<file path="config.mk">
export PLATFORM = sky130hd
export DESIGN_NAME = spi_slave
export DESIGN_NICKNAME = d
export VERILOG_FILES = /design/src/rtl/spi_pkg.sv /design/src/rtl/spi_sync_edge.sv /design/src/rtl/spi_slave.sv
export SDC_FILE = /design/constraint.sdc
export NUM_CORES = 1
export LEC_CHECK = 0
export ABC_AREA = 1
export CAP_MARGIN = 40
export CORE_MARGIN = 2
export CORE_UTILIZATION = 48
export CTS_CLUSTER_SIZE = 8
export DETAILED_ROUTE_END_ITERATION = 10
export PLACE_DENSITY_LB_ADDON = 0.1
export SKIP_CTS_REPAIR_TIMING = 1
export SLEW_MARGIN = 30
export SYNTH_ARGS = -nofsm -noshare
export SYNTH_HDL_FRONTEND = slang
export SYNTH_SLANG_ARGS = --single-unit
export TNS_END_PERCENT = 100
</file>
<file path="constraint.sdc">
create_clock -name Clk_I -period 1.3 [get_ports Clk_I]
set_input_delay 0.26 -clock Clk_I [delete_from_list [all_inputs] [get_ports Clk_I]]
set_output_delay 0.26 -clock Clk_I [all_outputs]
set_load 0.02 [all_outputs]
</file>
<file path="src/rtl/spi_pkg.sv">
// Shared SPI definitions: responder state encoding, SCK edge-to-strobe decode
// for the CPOL/CPHA mode, and the minimum SCK oversampling ratio.
`timescale 1ns/1ps
package spi_pkg;

    localparam int MIN_OVERSAMPLE = 8;

    typedef enum logic [1:0] {
        ST_DISARMED = 2'd0,
        ST_IDLE     = 2'd1,
        ST_ACTIVE   = 2'd2
    } spi_state_e;

    typedef struct packed {
        logic sample;
        logic shift;
    } spi_strobe_t;

    // Leading edge is the first transition away from the CPOL idle level.
    function automatic spi_strobe_t spi_decode_strobes(
        input logic cpol,
        input logic cpha,
        input logic sck_rise,
        input logic sck_fall
    );
        logic        leading;
        logic        trailing;
        spi_strobe_t strb;
        leading     = cpol ? sck_fall : sck_rise;
        trailing    = cpol ? sck_rise : sck_fall;
        strb.sample = cpha ? trailing : leading;
        strb.shift  = cpha ? leading  : trailing;
        return strb;
    endfunction

endpackage

</file>
<file path="src/rtl/spi_sync_edge.sv">
// Two-flop synchronizer for an asynchronous pin plus a history flop, giving
// the synchronized level and single-cycle rise/fall strobes.
`timescale 1ns/1ps
module spi_sync_edge #(
    parameter logic RESET_VAL = 1'b0
) (
    input  logic Clk_I,
    input  logic RstP_I,
    input  logic Async_I,
    output logic Sync_O,
    output logic Rise_O,
    output logic Fall_O
);

    logic meta_q;
    logic sync_q;
    logic hist_q;

    // NOTE: flops are written with <= so every stage samples the previous
    // stage's old value; blocking assignments would collapse the chain.
    always_ff @(posedge Clk_I) begin
        if (RstP_I) begin
            meta_q <= RESET_VAL;
            sync_q <= RESET_VAL;
            hist_q <= RESET_VAL;
        end else begin
            meta_q <= Async_I;
            sync_q <= meta_q;
            hist_q <= sync_q;
        end
    end

    assign Sync_O = sync_q;
    assign Rise_O = sync_q & ~hist_q;
    assign Fall_O = ~sync_q & hist_q;

endmodule

</file>
<file path="src/rtl/spi_slave.sv">
// SPI responder running in the system clock domain: oversamples SCK/CS_N/MOSI,
// receives full-duplex words and transmits from a single-entry holding register.
`timescale 1ns/1ps
module spi_slave
    import spi_pkg::*;
#(
    parameter int   CLK_FREQ     = 50,
    parameter int   SPI_CLK_FREQ = 1000,
    parameter logic CPOL         = 1'b0,
    parameter logic CPHA         = 1'b0,
    parameter int   DATA_WIDTH   = 8,
    parameter logic MSB_FIRST    = 1'b1
) (
    input  logic                  Clk_I,
    input  logic                  RstP_I,
    input  logic                  SCK_I,
    input  logic                  CS_N_I,
    input  logic                  MOSI_I,
    output logic                  MISO_O,
    output logic                  MISOOe_O,
    input  logic [DATA_WIDTH-1:0] TxData_I,
    input  logic                  TxValid_I,
    output logic                  TxReady_O,
    output logic [DATA_WIDTH-1:0] RxData_O,
    output logic                  RxValid_O,
    output logic                  TxUnderrun_O,
    output logic                  Busy_O
);

    localparam int                CNT_W    = $clog2(DATA_WIDTH);
    localparam logic [CNT_W-1:0]  LAST_BIT = CNT_W'(DATA_WIDTH - 1);

    if (CLK_FREQ * 1000 / SPI_CLK_FREQ < MIN_OVERSAMPLE) begin : g_oversample_check
        $error("spi_slave: system clock must be at least %0d x SCK", MIN_OVERSAMPLE);
    end
    if (DATA_WIDTH < 4 || DATA_WIDTH > 32) begin : g_width_check
        $error("spi_slave: DATA_WIDTH must be within 4..32");
    end

    // Pin synchronizers
    logic sck_level_unused;
    logic sck_rise;
    logic sck_fall;
    logic cs_level;
    logic cs_rise;
    logic cs_fall;
    logic mosi_meta_q;
    logic mosi_sync_q;

    spi_sync_edge #(.RESET_VAL(CPOL)) u_sck_sync (
        .Clk_I   (Clk_I),
        .RstP_I  (RstP_I),
        .Async_I (SCK_I),
        .Sync_O  (sck_level_unused),
        .Rise_O  (sck_rise),
        .Fall_O  (sck_fall)
    );

    // CS_N resets to "selected" so a reset in mid-frame can only re-arm after
    // the pin is genuinely seen high.
    spi_sync_edge #(.RESET_VAL(1'b0)) u_cs_sync (
        .Clk_I   (Clk_I),
        .RstP_I  (RstP_I),
        .Async_I (CS_N_I),
        .Sync_O  (cs_level),
        .Rise_O  (cs_rise),
        .Fall_O  (cs_fall)
    );

    always_ff @(posedge Clk_I) begin
        if (RstP_I) begin
            mosi_meta_q <= 1'b0;
            mosi_sync_q <= 1'b0;
        end else begin
            mosi_meta_q <= MOSI_I;
            mosi_sync_q <= mosi_meta_q;
        end
    end

    // State machine
    spi_state_e state_q;
    spi_state_e state_d;

    always_ff @(posedge Clk_I) begin
        if (RstP_I) begin
            state_q <= ST_DISARMED;
        end else begin
            state_q <= state_d;
        end
    end

    // NOTE: state_d gets its default before the case so no path leaves it
    // unassigned, which would otherwise infer a latch.
    always_comb begin
        state_d = state_q;
        unique case (state_q)
            ST_DISARMED: if (cs_level) state_d = ST_IDLE;
            ST_IDLE:     if (cs_fall)  state_d = ST_ACTIVE;
            ST_ACTIVE:   if (cs_rise)  state_d = ST_IDLE;
            default:                   state_d = ST_DISARMED;
        endcase
    end

    // Datapath control
    spi_strobe_t           strb;
    logic                  start_word;
    logic                  active;
    logic                  sample_en;
    logic                  shift_en;
    logic                  last_bit;
    logic                  reload;
    logic                  tx_accept;
    logic [DATA_WIDTH-1:0] hold_q;
    logic                  hold_full_q;
    logic [DATA_WIDTH-1:0] shift_q;
    logic [DATA_WIDTH-1:0] rx_shift_q;
    logic [DATA_WIDTH-1:0] rx_word_next;
    logic [DATA_WIDTH-1:0] rx_data_q;
    logic                  rx_valid_q;
    logic                  underrun_q;
    logic                  ur_pending_q;
    logic [CNT_W-1:0]      bit_cnt_q;

    assign strb       = spi_decode_strobes(CPOL, CPHA, sck_rise, sck_fall);
    assign start_word = (state_q == ST_IDLE) && cs_fall;
    assign active     = (state_q == ST_ACTIVE) && !cs_rise;
    assign sample_en  = active && strb.sample;
    // The edge that would shift bit 0 of a word away is dropped in both phases:
    // for CPHA=1 it is the first leading edge, for CPHA=0 the trailing edge
    // that follows the previous word's final sample (and the reload).
    assign shift_en   = active && strb.shift && (bit_cnt_q != '0);
    assign last_bit   = sample_en && (bit_cnt_q == LAST_BIT);
    assign reload     = start_word || last_bit;
    assign tx_accept  = TxValid_I && !hold_full_q;

    assign rx_word_next = MSB_FIRST ? {rx_shift_q[DATA_WIDTH-2:0], mosi_sync_q}
                                    : {mosi_sync_q, rx_shift_q[DATA_WIDTH-1:1]};

    // NOTE: every register here, holding register included, is reset: there is
    // no RAM-style storage, and reset values are visible on the ports.
    always_ff @(posedge Clk_I) begin
        if (RstP_I) begin
            hold_q       <= '0;
            hold_full_q  <= 1'b0;
            shift_q      <= '0;
            rx_shift_q   <= '0;
            rx_data_q    <= '0;
            rx_valid_q   <= 1'b0;
            underrun_q   <= 1'b0;
            ur_pending_q <= 1'b0;
            bit_cnt_q    <= '0;
        end else begin
            rx_valid_q <= 1'b0;
            underrun_q <= 1'b0;

            // Accept only while empty and reload only while full: never both.
            if (tx_accept) begin
                hold_q      <= TxData_I;
                hold_full_q <= 1'b1;
            end else if (reload && hold_full_q) begin
                hold_full_q <= 1'b0;
            end

            if (start_word) begin
                bit_cnt_q <= '0;
            end else if (sample_en) begin
                bit_cnt_q <= last_bit ? '0 : bit_cnt_q + 1'b1;
            end

            if (sample_en) begin
                rx_shift_q <= rx_word_next;
            end
            if (last_bit) begin
                rx_data_q  <= rx_word_next;
                rx_valid_q <= 1'b1;
            end

            if (reload) begin
                shift_q <= hold_full_q ? hold_q : '0;
            end else if (shift_en) begin
                shift_q <= MSB_FIRST ? (shift_q << 1) : (shift_q >> 1);
            end

            // An empty reload is flagged only once the word really starts, so a
            // frame that ends right after its last word reports nothing extra.
            if (reload) begin
                ur_pending_q <= !hold_full_q;
            end else if (!active) begin
                ur_pending_q <= 1'b0;
            end else if (sample_en && (bit_cnt_q == '0)) begin
                ur_pending_q <= 1'b0;
                underrun_q   <= ur_pending_q;
            end
        end
    end

    assign MISO_O       = (state_q == ST_ACTIVE) ? (MSB_FIRST ? shift_q[DATA_WIDTH-1] : shift_q[0])
                                                 : 1'b0;
    assign MISOOe_O     = (state_q == ST_ACTIVE);
    assign Busy_O       = (state_q == ST_ACTIVE);
    assign TxReady_O    = !hold_full_q;
    assign RxData_O     = rx_data_q;
    assign RxValid_O    = rx_valid_q;
    assign TxUnderrun_O = underrun_q;

endmodule

</file>
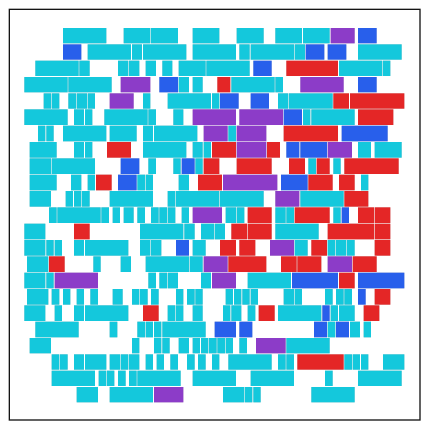
*Sizing map*
Scale: 6 px per um.
red -> _3 and _4 cells  # cells 43, most used buf_4
cyan -> _0 and _1 cells  # cells 223, most used dfxtp_1
blue -> _2 cells  # cells 27, most used o21ai_2
purple -> _6 and larger  # cells 20, most used buf_6
post-route cell area: 2888 um^2
area grow syn2layout: 45.98%
worst setup slack after layout: -0.1011 ns
Buffers, non-clock: 57

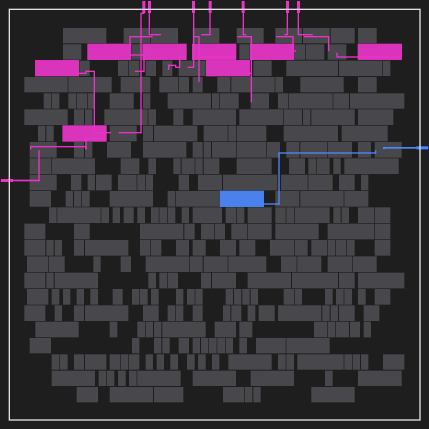
*Nets reached from selected ports*
Scale: 6 px per um.
magenta -> RxData_O  # bits 8, direction output, end cells 8, buffers 8, wire 169 um
blue -> TxUnderrun_O  # bits 1, direction output, end cells 1, buffers 1, wire 33.2 um
io pins: 28
Port Buf Inserts: 27

==> run notes <==
run metrics: status=finished, violations left, failing checks=setup timing, via/cell ratio=4.738, MaxCap Viol Count=0, wire length on met1=2081 um, Reg area=968.4 um^2, post-synthesis cell type count=25, Post-route DRC=0, Root Driver=clkbuf_8, core area=3971 um^2, top layer in use=met4, worst path bufs/invs=3, worst setup path end=RxData_O[6]$_SDFFE_PP0P_, Lkg Pwr=1.450 nW, GRT met2 Usage=27.31%, Startpoint Class=register, hold_sp=u_sck_sync.meta_q$_SDFF_PP0_, slowest library cell on the worst path=dfxtp_4, Reg2Reg Depth=7, drt pass-1 iters=4, Worst Path Required=1.51 ns, Initial DRC Count=82, HPWL Detailed=2683 um, setup violators final=21, most frequent cells in the layout=dfxtp_1 (44), nor2_1 (40), inv_1 (36), initial antenna violation count=0, crit path DAT=1.61 ns, post-synthesis cell area=1978 um^2, yosys cell count=258, final core occ=72.72%, Worst-Margin Slew=0.2520 ns, FF-to-FF End=RxData_O[6]$_SDFFE_PP0P_, Met2 Wirelength=1979 um, hold depth=2, Syn Inst Count=258, net count after synthesis=275, Largest stage delay, worst path=0.38 ns, Post-Layout Cell Count=363, r2r setup slk=-0.10 ns, chip area=4651 um^2, met3 wire length=122 um, CP cell instances=ha_4, ha_4, nand4_4, inv_4, buf_12, buf_6, a21oi_2, CTS tree=done, Cell Rows=23, GR Util met3=4.934%, met1 usage=25.67%, final WL=4273 um, antenna-violating nets left=0, H-tree levels=2, GRT busiest layer=met2, RSZ-0062 raised after global routing=yes, total CTS buffers=5, Initial Utilization=49.81%, clock slew at reported path FFs=0.09 ns, worst setup slack after layout=-0.1011 ns, Comb area=973.4 um^2, Tot GR Track Use=18.74%, first-pass GRT wire length=6396 um, Die W=68.20 um, critical path class=register to register, Sink Count=48, tool warnings=28, kind of cell adding the most delay to the critical path=buffers and inverters, Seq share, synth=48.58%, DIE HEIGHT=68.20 um, slew margin rel.=83.17%, Fin. Hold Viols=0
## flip-flops by register name (all words and copies together) (netlist names), 2 cells and up
signal      count
rx_shift_q      7
RxData_O        8
bit_cnt_q       3
state_q         2
shift_q         8
hold_q          8
## stage by stage
step	instance area (um^2)	TNS [ns]	worst slack, ns
after CTS	2560	-5.775	-0.4128
after global placement	2462	-1.732	-0.08744
after global routing	2888	-2.772	-0.2036
after floorplan	1986	0	0.003995
final	2888	-0.9204	-0.1011
after detailed placement	2462	-2.258	-0.1206
## final cells by class
| cell class | instances | share of cell area (%) |
|---|---|---|
| multi-input cells | 157 | 33.71 |
| flip-flops and latches | 48 | 33.54 |
| repair buffers | 57 | 21.36 |
| inverters | 43 | 5.849 |
| clock buffers | 6 | 2.860 |
| well taps | 50 | 2.166 |
| clock inverters | 2 | 0.5199 |
## worst min-delay path: stages (launching register included)
cell and delay [ns]:
dfxtp_1 0.31, inv_1 0.04, nor2_1 0.03
## where the power goes
group / internal, W / leakage (nW) / switching [W]
Sequential: 0.00150 / 0.393 / 0.0000167
Combinational: 0.0000952 / 1.01 / 0.0000978
Clock: 0.000431 / 0.0434 / 0.000512
## synth_stat cells, drive strengths merged
master	number	area, um^2
dfxtp	48	960.9
nor2	48	205.2
inv	42	157.6
nand2	37	151.4
o21ai	22	110.1
a21oi	18	90.09
nand3	17	90.09
buf	9	66.31
nand4	7	65.06
a211oi	3	22.52
ha	3	37.54
clkbuf	2	7.510
clkinv	1	3.750
nor3	1	10.01
## cells by family (layout without fill, tap and decap cells)
group                    Yosys count  after routing  synth area share (%)
AND-OR/OR-AND                     43             43                 11.26
adder cells (fa/ha/maj)            3              3                 1.898
flip-flops                        48             48                 48.58
buffers and inverters             54            108                 11.89
AND/OR/NAND/NOR                  110            111                 26.38
Power is estimated from default activity; no workload was simulated.
